$ cat src/rtl/axi4_bram_slave_if.sv
// AXI4 read/write channel bundle between the polynomial master and the BRAM slave.
// The slave modport exposes the memory side; the master modport is the initiator side.
interface axi4_bram_slave_if #(
  parameter int memWidth      = 8,
  parameter int addressLength = 5
);
  logic [3:0]               ARID;
  logic [addressLength-1:0] ARADDR;
  logic [1:0]               ARBURST;
  logic                     ARVALID;
  logic                     ARREADY;
  logic [7:0]               ARLEN;
  logic [2:0]               ARSIZE;
  logic [3:0]               RID;
  logic [memWidth-1:0]      RDATA;
  logic                     RLAST;
  logic                     RVALID;
  logic                     RREADY;
  logic [1:0]               RRESP;
  logic [3:0]               AWID;
  logic [addressLength-1:0] AWADDR;
  logic [1:0]               AWBURST;
  logic                     AWVALID;
  logic                     AWREADY;
  logic [7:0]               AWLEN;
  logic [2:0]               AWSIZE;
  logic [3:0]               WID;
  logic [memWidth-1:0]      WDATA;
  logic                     WLAST;
  logic                     WVALID;
  logic                     WREADY;
  logic [3:0]               BID;
  logic [1:0]               BRESP;
  logic                     BVALID;
  logic                     BREADY;

  modport slave (
    input  ARID, ARADDR, ARBURST, ARVALID, ARLEN, ARSIZE, RREADY,
    input  AWID, AWADDR, AWBURST, AWVALID, AWLEN, AWSIZE,
    input  WID, WDATA, WLAST, WVALID, BREADY,
    output ARREADY, RID, RDATA, RLAST, RVALID, RRESP,
    output AWREADY, WREADY, BID, BRESP, BVALID
  );

  modport master (
    output ARID, ARADDR, ARBURST, ARVALID, ARLEN, ARSIZE, RREADY,
    output AWID, AWADDR, AWBURST, AWVALID, AWLEN, AWSIZE,
    output WID, WDATA, WLAST, WVALID, BREADY,
    input  ARREADY, RID, RDATA, RLAST, RVALID, RRESP,
    input  AWREADY, WREADY, BID, BRESP, BVALID
  );
endinterface

$ cat src/rtl/axi4_bram_slave.sv
// AXI4 BRAM slave: memDepth x memWidth register array with independent read and
// write channel FSMs, FIXED/INCR/WRAP bursts of single-byte beats, ID echo, SLVERR.
module axi4_bram_slave #(
  parameter int memWidth      = 8,
  parameter int memDepth      = 32,
  parameter int addressLength = 5
) (
  input logic              ACLK,
  input logic              ARESET,
  axi4_bram_slave_if.slave bus
);
  typedef logic [addressLength-1:0] addr_t;
  typedef enum logic [1:0] {
    BURST_FIXED = 2'b00,
    BURST_INCR  = 2'b01,
    BURST_WRAP  = 2'b10,
    BURST_RSVD  = 2'b11
  } burst_t;
  typedef enum logic {R_IDLE, R_DATA} r_state_t;
  typedef enum logic [1:0] {W_IDLE, W_DATA, W_RESP} w_state_t;

  localparam logic [1:0] RESP_OKAY   = 2'b00;
  localparam logic [1:0] RESP_SLVERR = 2'b10;

  logic [memWidth-1:0] mem [memDepth];

  function automatic logic wrap_len_ok(input logic [7:0] len);
    return ((len == 8'd1) || (len == 8'd3) || (len == 8'd7) || (len == 8'd15))
           && (int'(len) < memDepth);
  endfunction

  // Reserved bursts and WRAP with an unsupported length still run, as INCR.
  function automatic burst_t eff_burst(input logic [1:0] b, input logic [7:0] len);
    if ((b == 2'b11) || ((b == 2'b10) && !wrap_len_ok(len)))
      return BURST_INCR;
    return burst_t'(b);
  endfunction

  function automatic logic burst_err(input logic [2:0] size, input logic [1:0] b,
                                     input logic [7:0] len);
    return (size != 3'b000) || (b == 2'b11) || ((b == 2'b10) && !wrap_len_ok(len));
  endfunction

  function automatic addr_t next_addr(input addr_t a, input burst_t b, input logic [7:0] len);
    addr_t mask;
    mask = addr_t'(len);
    case (b)
      BURST_FIXED: return a;
      BURST_WRAP:  return (a & ~mask) | ((a + 1'b1) & mask);
      default:     return a + 1'b1;
    endcase
  endfunction

  // ---------------- read channel ----------------
  r_state_t            r_state_q, r_state_d;
  logic                arready_q, arready_d;
  logic                rvalid_q, rvalid_d;
  logic                rlast_q, rlast_d;
  logic [3:0]          rid_q, rid_d;
  logic [1:0]          rresp_q, rresp_d;
  logic [memWidth-1:0] rdata_q, rdata_d;
  addr_t               r_addr_q, r_addr_d, r_nxt;
  logic [7:0]          r_len_q, r_len_d;
  logic [7:0]          r_cnt_q, r_cnt_d;
  burst_t              r_burst_q, r_burst_d;

  assign r_nxt = next_addr(r_addr_q, r_burst_q, r_len_q);

  always_comb begin
    r_state_d = r_state_q;
    arready_d = arready_q;
    rvalid_d  = rvalid_q;
    rlast_d   = rlast_q;
    rid_d     = rid_q;
    rresp_d   = rresp_q;
    rdata_d   = rdata_q;
    r_addr_d  = r_addr_q;
    r_len_d   = r_len_q;
    r_cnt_d   = r_cnt_q;
    r_burst_d = r_burst_q;
    case (r_state_q)
      R_IDLE: begin
        arready_d = 1'b1;
        if (bus.ARVALID && arready_q) begin
          arready_d = 1'b0;
          r_addr_d  = bus.ARADDR;
          r_len_d   = bus.ARLEN;
          r_cnt_d   = '0;
          r_burst_d = eff_burst(bus.ARBURST, bus.ARLEN);
          rid_d     = bus.ARID;
          rresp_d   = burst_err(bus.ARSIZE, bus.ARBURST, bus.ARLEN) ? RESP_SLVERR : RESP_OKAY;
          rvalid_d  = 1'b1;
          rlast_d   = (bus.ARLEN == 8'd0);
          rdata_d   = mem[bus.ARADDR];
          r_state_d = R_DATA;
        end
      end
      R_DATA: begin
        if (rvalid_q && bus.RREADY) begin
          if (r_cnt_q == r_len_q) begin
            rvalid_d  = 1'b0;
            rlast_d   = 1'b0;
            arready_d = 1'b1;
            r_state_d = R_IDLE;
          end else begin
            r_cnt_d  = r_cnt_q + 8'd1;
            r_addr_d = r_nxt;
            rdata_d  = mem[r_nxt];
            rlast_d  = ((r_cnt_q + 8'd1) == r_len_q);
          end
        end
      end
      default: r_state_d = R_IDLE;
    endcase
  end

  always_ff @(posedge ACLK or posedge ARESET) begin
    if (ARESET) begin
      r_state_q <= R_IDLE;
      arready_q <= 1'b0;
      rvalid_q  <= 1'b0;
      rlast_q   <= 1'b0;
      rid_q     <= '0;
      rresp_q   <= '0;
      rdata_q   <= '0;
      r_addr_q  <= '0;
      r_len_q   <= '0;
      r_cnt_q   <= '0;
      r_burst_q <= BURST_FIXED;
    end else begin
      r_state_q <= r_state_d;
      arready_q <= arready_d;
      rvalid_q  <= rvalid_d;
      rlast_q   <= rlast_d;
      rid_q     <= rid_d;
      rresp_q   <= rresp_d;
      rdata_q   <= rdata_d;
      r_addr_q  <= r_addr_d;
      r_len_q   <= r_len_d;
      r_cnt_q   <= r_cnt_d;
      r_burst_q <= r_burst_d;
    end
  end

  // ---------------- write channel ----------------
  w_state_t   w_state_q, w_state_d;
  logic       awready_q, awready_d;
  logic       wready_q, wready_d;
  logic       bvalid_q, bvalid_d;
  logic [3:0] bid_q, bid_d;
  logic [1:0] bresp_q, bresp_d;
  addr_t      w_addr_q, w_addr_d;
  logic [7:0] w_len_q, w_len_d;
  logic [7:0] w_cnt_q, w_cnt_d;
  burst_t     w_burst_q, w_burst_d;
  logic       mem_we;

  assign mem_we = (w_state_q == W_DATA) && bus.WVALID && wready_q;

  always_comb begin
    w_state_d = w_state_q;
    awready_d = awready_q;
    wready_d  = wready_q;
    bvalid_d  = bvalid_q;
    bid_d     = bid_q;
    bresp_d   = bresp_q;
    w_addr_d  = w_addr_q;
    w_len_d   = w_len_q;
    w_cnt_d   = w_cnt_q;
    w_burst_d = w_burst_q;
    case (w_state_q)
      W_IDLE: begin
        awready_d = 1'b1;
        if (bus.AWVALID && awready_q) begin
          awready_d = 1'b0;
          wready_d  = 1'b1;
          w_addr_d  = bus.AWADDR;
          w_len_d   = bus.AWLEN;
          w_cnt_d   = '0;
          w_burst_d = eff_burst(bus.AWBURST, bus.AWLEN);
          bid_d     = bus.AWID;
          bresp_d   = burst_err(bus.AWSIZE, bus.AWBURST, bus.AWLEN) ? RESP_SLVERR : RESP_OKAY;
          w_state_d = W_DATA;
        end
      end
      W_DATA: begin
        // Burst ends on the beat count; WLAST is not consulted.
        if (mem_we) begin
          if (w_cnt_q == w_len_q) begin
            wready_d  = 1'b0;
            bvalid_d  = 1'b1;
            w_state_d = W_RESP;
          end else begin
            w_cnt_d  = w_cnt_q + 8'd1;
            w_addr_d = next_addr(w_addr_q, w_burst_q, w_len_q);
          end
        end
      end
      W_RESP: begin
        if (bvalid_q && bus.BREADY) begin
          bvalid_d  = 1'b0;
          awready_d = 1'b1;
          w_state_d = W_IDLE;
        end
      end
      default: w_state_d = W_IDLE;
    endcase
  end

  always_ff @(posedge ACLK or posedge ARESET) begin
    if (ARESET) begin
      w_state_q <= W_IDLE;
      awready_q <= 1'b0;
      wready_q  <= 1'b0;
      bvalid_q  <= 1'b0;
      bid_q     <= '0;
      bresp_q   <= '0;
      w_addr_q  <= '0;
      w_len_q   <= '0;
      w_cnt_q   <= '0;
      w_burst_q <= BURST_FIXED;
    end else begin
      w_state_q <= w_state_d;
      awready_q <= awready_d;
      wready_q  <= wready_d;
      bvalid_q  <= bvalid_d;
      bid_q     <= bid_d;
      bresp_q   <= bresp_d;
      w_addr_q  <= w_addr_d;
      w_len_q   <= w_len_d;
      w_cnt_q   <= w_cnt_d;
      w_burst_q <= w_burst_d;
    end
  end

  // Storage has no reset; a same-edge read load sees the pre-write value.
  always_ff @(posedge ACLK) begin
    if (mem_we) mem[w_addr_q] <= bus.WDATA;
  end

  logic unused_w;
  assign unused_w = ^{bus.WID, bus.WLAST};

  assign bus.ARREADY = arready_q;
  assign bus.RVALID  = rvalid_q;
  assign bus.RLAST   = rlast_q;
  assign bus.RID     = rid_q;
  assign bus.RRESP   = rresp_q;
  assign bus.RDATA   = rdata_q;
  assign bus.AWREADY = awready_q;
  assign bus.WREADY  = wready_q;
  assign bus.BVALID  = bvalid_q;
  assign bus.BID     = bid_q;
  assign bus.BRESP   = bresp_q;
endmodule

$ cat src/flat_wrapper.sv
// flat-port wrapper written by rule: the top's interface ports become plain ports
module axi4_bram_slave_flat 
#(
  parameter int memWidth      = 8,
  parameter int memDepth      = 32,
  parameter int addressLength = 5
)
  (ACLK, ARESET, bus_ARID, bus_ARADDR, bus_ARBURST, bus_ARVALID, bus_ARLEN, bus_ARSIZE, bus_RREADY, bus_AWID, bus_AWADDR, bus_AWBURST, bus_AWVALID, bus_AWLEN, bus_AWSIZE, bus_WID, bus_WDATA, bus_WLAST, bus_WVALID, bus_BREADY, bus_ARREADY, bus_RID, bus_RDATA, bus_RLAST, bus_RVALID, bus_RRESP, bus_AWREADY, bus_WREADY, bus_BID, bus_BRESP, bus_BVALID);
  axi4_bram_slave_if #(.memWidth(memWidth), .addressLength(addressLength)) bus_i ();
  input logic ACLK;
  input logic ARESET;
  input wire logic [$bits(bus_i.ARID)-1:0] bus_ARID;
  input wire logic [$bits(bus_i.ARADDR)-1:0] bus_ARADDR;
  input wire logic [$bits(bus_i.ARBURST)-1:0] bus_ARBURST;
  input wire logic [$bits(bus_i.ARVALID)-1:0] bus_ARVALID;
  input wire logic [$bits(bus_i.ARLEN)-1:0] bus_ARLEN;
  input wire logic [$bits(bus_i.ARSIZE)-1:0] bus_ARSIZE;
  input wire logic [$bits(bus_i.RREADY)-1:0] bus_RREADY;
  input wire logic [$bits(bus_i.AWID)-1:0] bus_AWID;
  input wire logic [$bits(bus_i.AWADDR)-1:0] bus_AWADDR;
  input wire logic [$bits(bus_i.AWBURST)-1:0] bus_AWBURST;
  input wire logic [$bits(bus_i.AWVALID)-1:0] bus_AWVALID;
  input wire logic [$bits(bus_i.AWLEN)-1:0] bus_AWLEN;
  input wire logic [$bits(bus_i.AWSIZE)-1:0] bus_AWSIZE;
  input wire logic [$bits(bus_i.WID)-1:0] bus_WID;
  input wire logic [$bits(bus_i.WDATA)-1:0] bus_WDATA;
  input wire logic [$bits(bus_i.WLAST)-1:0] bus_WLAST;
  input wire logic [$bits(bus_i.WVALID)-1:0] bus_WVALID;
  input wire logic [$bits(bus_i.BREADY)-1:0] bus_BREADY;
  output wire logic [$bits(bus_i.ARREADY)-1:0] bus_ARREADY;
  output wire logic [$bits(bus_i.RID)-1:0] bus_RID;
  output wire logic [$bits(bus_i.RDATA)-1:0] bus_RDATA;
  output wire logic [$bits(bus_i.RLAST)-1:0] bus_RLAST;
  output wire logic [$bits(bus_i.RVALID)-1:0] bus_RVALID;
  output wire logic [$bits(bus_i.RRESP)-1:0] bus_RRESP;
  output wire logic [$bits(bus_i.AWREADY)-1:0] bus_AWREADY;
  output wire logic [$bits(bus_i.WREADY)-1:0] bus_WREADY;
  output wire logic [$bits(bus_i.BID)-1:0] bus_BID;
  output wire logic [$bits(bus_i.BRESP)-1:0] bus_BRESP;
  output wire logic [$bits(bus_i.BVALID)-1:0] bus_BVALID;
  assign bus_i.ARID = bus_ARID;
  assign bus_i.ARADDR = bus_ARADDR;
  assign bus_i.ARBURST = bus_ARBURST;
  assign bus_i.ARVALID = bus_ARVALID;
  assign bus_i.ARLEN = bus_ARLEN;
  assign bus_i.ARSIZE = bus_ARSIZE;
  assign bus_i.RREADY = bus_RREADY;
  assign bus_i.AWID = bus_AWID;
  assign bus_i.AWADDR = bus_AWADDR;
  assign bus_i.AWBURST = bus_AWBURST;
  assign bus_i.AWVALID = bus_AWVALID;
  assign bus_i.AWLEN = bus_AWLEN;
  assign bus_i.AWSIZE = bus_AWSIZE;
  assign bus_i.WID = bus_WID;
  assign bus_i.WDATA = bus_WDATA;
  assign bus_i.WLAST = bus_WLAST;
  assign bus_i.WVALID = bus_WVALID;
  assign bus_i.BREADY = bus_BREADY;
  assign bus_ARREADY = bus_i.ARREADY;
  assign bus_RID = bus_i.RID;
  assign bus_RDATA = bus_i.RDATA;
  assign bus_RLAST = bus_i.RLAST;
  assign bus_RVALID = bus_i.RVALID;
  assign bus_RRESP = bus_i.RRESP;
  assign bus_AWREADY = bus_i.AWREADY;
  assign bus_WREADY = bus_i.WREADY;
  assign bus_BID = bus_i.BID;
  assign bus_BRESP = bus_i.BRESP;
  assign bus_BVALID = bus_i.BVALID;
  axi4_bram_slave #(.memWidth(memWidth), .memDepth(memDepth), .addressLength(addressLength)) u_core (.ACLK(ACLK), .ARESET(ARESET), .bus(bus_i));
endmodule
$ cat config.mk
export PLATFORM = sky130hd
export DESIGN_NAME = axi4_bram_slave_flat
export DESIGN_NICKNAME = d
export VERILOG_FILES = /design/src/rtl/axi4_bram_slave_if.sv /design/src/rtl/axi4_bram_slave.sv /design/src/flat_wrapper.sv
export SDC_FILE = /design/constraint.sdc
export NUM_CORES = 1
export LEC_CHECK = 0
export CAP_MARGIN = 20
export CORE_MARGIN = 2
export CORE_UTILIZATION = 25
export CTS_CLUSTER_DIAMETER = 60
export DETAILED_ROUTE_END_ITERATION = 10
export PLACE_DENSITY = 0.45
export SLEW_MARGIN = 20
export SYNTH_ARGS = -nofsm -noshare
export SYNTH_HDL_FRONTEND = slang
export SYNTH_SLANG_ARGS = --single-unit
$ cat constraint.sdc
create_clock -name ACLK -period 7.67 [get_ports ACLK]
set_input_delay 0.767 -clock ACLK [delete_from_list [all_inputs] [get_ports ACLK]]
set_output_delay 0.767 -clock ACLK [all_outputs]
set_load 0.05 [all_outputs]
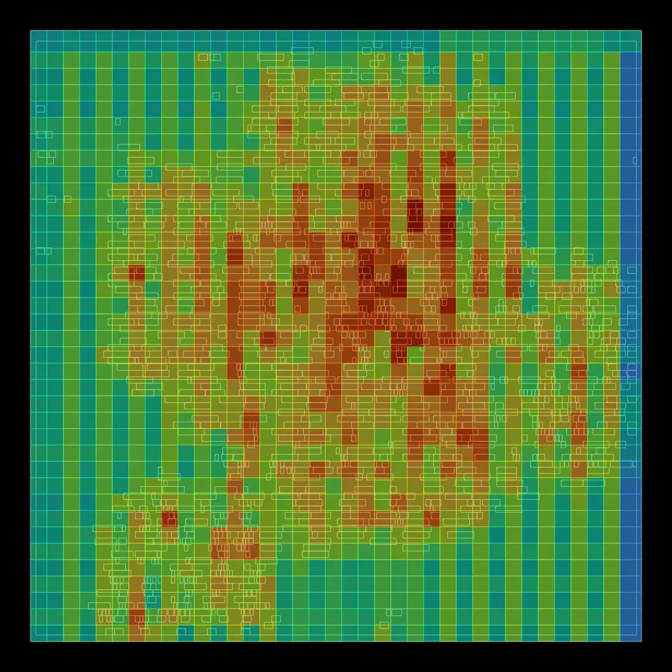
*Congestion heat map*
Avg WL per Cell: 23.63 um
met3 usage: 2.364%

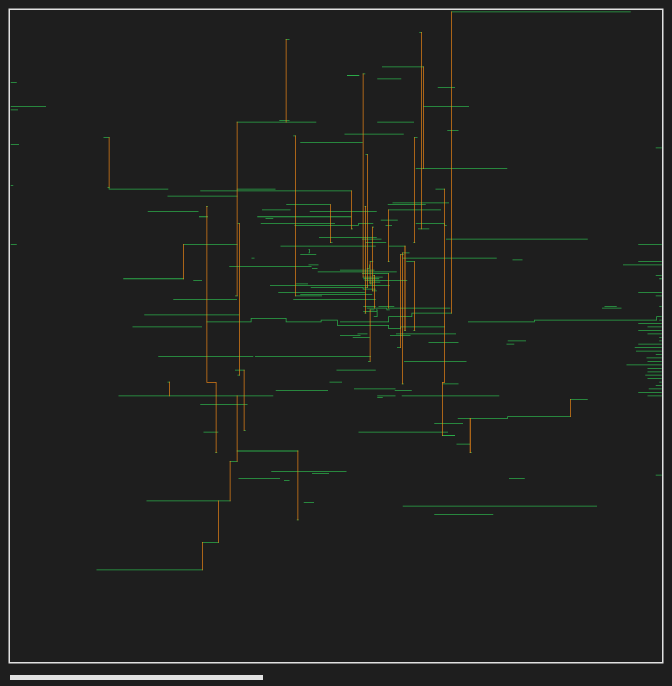
*Metal layers overlaid*
Bar = 100 um. Only two layers are drawn.
Green stands for met3, wire length 2570 um. Orange stands for met4, wire length 1340 um.
final WL: 48270 um
GRT Overall Usage: 14.52%
Vias: 10.12k

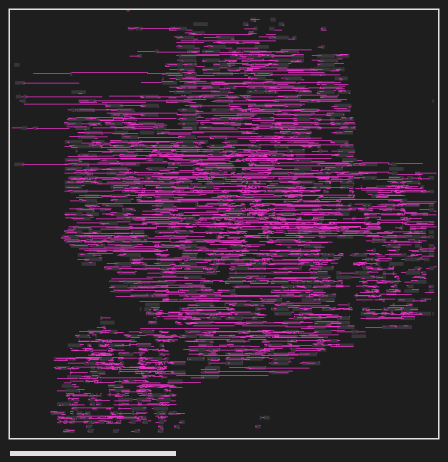
*The metal 1 layer*
Bar = 100 um. Cells faint in the background.
The layer carries 20.4 mm of wire. The longest straight run is 76.8 um. 1156 nets have wire on it.

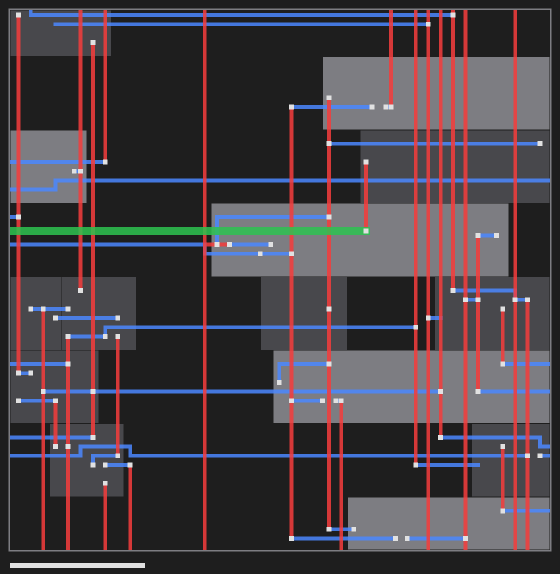
*Close-up of the layout*
Bar = 5 um. Window x 183 to 203, y 183 to 203 um. Cells in grey, sequential cells in the stronger grey; small squares are vias.
Blue stands for met1. Red stands for met2. Green stands for met3.
Netlist names of flops here include u_core.mem (4). Most frequent: edfxtp_1 (4), a211oi_1 (2). Sequential cells in the window: 4. 11 logic cells have their middle in the window.

-- worst reg2reg max path, cell delays in order (launching register included) --
cell and delay [ps]:
dfrtp_1 470, a21o_4 270, xor2_4 590, buf_12 510, mux4_2 690, a22o_1 280
a2111oi_0 970, a31oi_1 160
-- metal layers --
| layer | track usage [%] | vias to the layer above | wire length, um |
|---|---|---|---|
| li1 | - | 4440 | - |
| met1 | 18.53 | 5286 | 20420 |
| met2 | 24.99 | 310 | 23950 |
| met3 | 2.364 | 79 | 2572 |
| met4 | 4.913 | 0 | 1335 |
| met5 | 0 | - | 0 |
-- power by group through the flow --
stage	logic [uW]	clock network, uW	registers (uW)
global placement	2990	0	2390
CTS	3000	1970	2370
detailed placement	2990	0	2400
global route	3170	2040	2400
floorplan	1930	0	2500
finish	2950	1920	2370
-- Yosys cell counts (6+ instances only) --
cell type,number,area share (%)
a22oi_1,21,0.98
nor2b_1,13,0.51
a21oi_1,31,0.97
buf_2,20,0.62
and3_1,10,0.39
edfxtp_1,256,48
mux2i_1,22,1.4
xnor2_1,11,0.60
xor2_1,23,1.3
o21ai_0,37,1.2
mux2_2,15,1.1
mux4_2,130,18
a22o_1,6,0.33
nor4_1,9,0.35
buf_4,7,0.33
nor2_1,84,2.0
a211oi_1,18,0.84
ha_1,7,0.55
inv_1,8,0.19
nor3_1,10,0.31
dfrtp_1,73,11
nand3_1,37,1.2
clkbuf_1,25,0.58
nand2_1,109,2.5
a31oi_1,10,0.39
-- metrics by stage --
stage          util (%)  cells  hold WS (ps)  setup slack [ps]
2_1_floorplan         -   1075         446.8              4862
3_3_place_gp      28.19   1967         462.9              3581
3_5_place_dp      28.19   1967         464.8              3608
4_1_cts           30.30   2043         477.2              3651
5_1_grt           30.31   2043         519.1              3312
6_report          30.31   2043         475.0              3543
==> flow_summary.yaml <==
# implementation run metrics
logic_synthesis:
  synth_seq_share_pct: 59.27
  synth-main-ff-cell: "edfxtp_1"
  synthArstFlopShare_pct: 22.19
  yosys.area_share.simple_pct: 8.472
  syn_avg_cell_area_um2: 14.95
  yosysWarnings: 0
  edf_count: 256
  adder_share_pct: 0.5456
  xor_share_pct: 2.058
  synth-seq-cells: 329
detailed_routing:
  antenna_left: 0
  dr.pass1.iters: 5
critical_path:
  startpoint: "u_core.r_burst_q[1]$_DFFE_PP0P_"
  end_kind: "flip-flop"
  crit_end: "u_core.bus.RDATA[5]$_DFFE_PP0P_"
  r2r_end: "u_core.bus.RDATA[5]$_DFFE_PP0P_"
  required_ps: 8050
  cp-start-kind: "flip-flop"
  worstPathCellList: "a21o_4 > xor2_4 > buf_12 > mux4_2 > a22o_1 > a2111oi_0 > a31oi_1"
  worstSetupPathType: "reg -> reg"
  cpPeakStageDelay_ps: 970
  arrival_ps: 4510
  r2r-start: "u_core.r_burst_q[1]$_DFFE_PP0P_"
  reg2reg_setup_slack_ps: 3540
  slowest_stage: "a2111oi_0"
cts:
  clock_sinks: 329
  clock_path_buffers: 3
  cts_tree: "done"
  cts_buffers: 43
layout:
  lay_top_count: "edfxtp_1"
  regArea_um2: 9514
  drive_gt1_share_pct: 20.63
  n_all_inverters: 9
  nClkBuffers: 55
  lay_top_cells: "edfxtp_1, mux4_2, nand2_1, nor2_1, clkdlybuf4s50_1"
  combGateArea_um2: 6223
  antenna_cells: 0
  design_area_um2: 19190
  fillers: 6297
  nNetsFinal: 1237
global_route:
  antenna_found_initial: 0
  grt_pass1_wl_um: 70970
floorplan:
  die_w_um: 257.4
  tapCellCount: 846
  initCoreUtil_pct: 25.36
  die_y_um: 257.4
  fp.dieArea_um2: 66250
power_and_ir_drop:
  ir_drop_mv: 0.2427
  finalPower_uw: 7237
  leakage_uw: 0.006450
  power.clock.fraction_pct: 26.5
worst_hold_path:
  hold_class: "reg -> reg"
  hp-start: "u_core.bus.BID[2]$_DFFE_PP0P_"
  min_delay_path_depth: 2
run_status:
  status: "complete, no violations"
final_timing:
  finClkSkew_ps: 20.86
  rsz0062_at_grt: "false"
place:
  port_buffers: 82
No activity file was given, so power comes from the tool's default toggle rates.
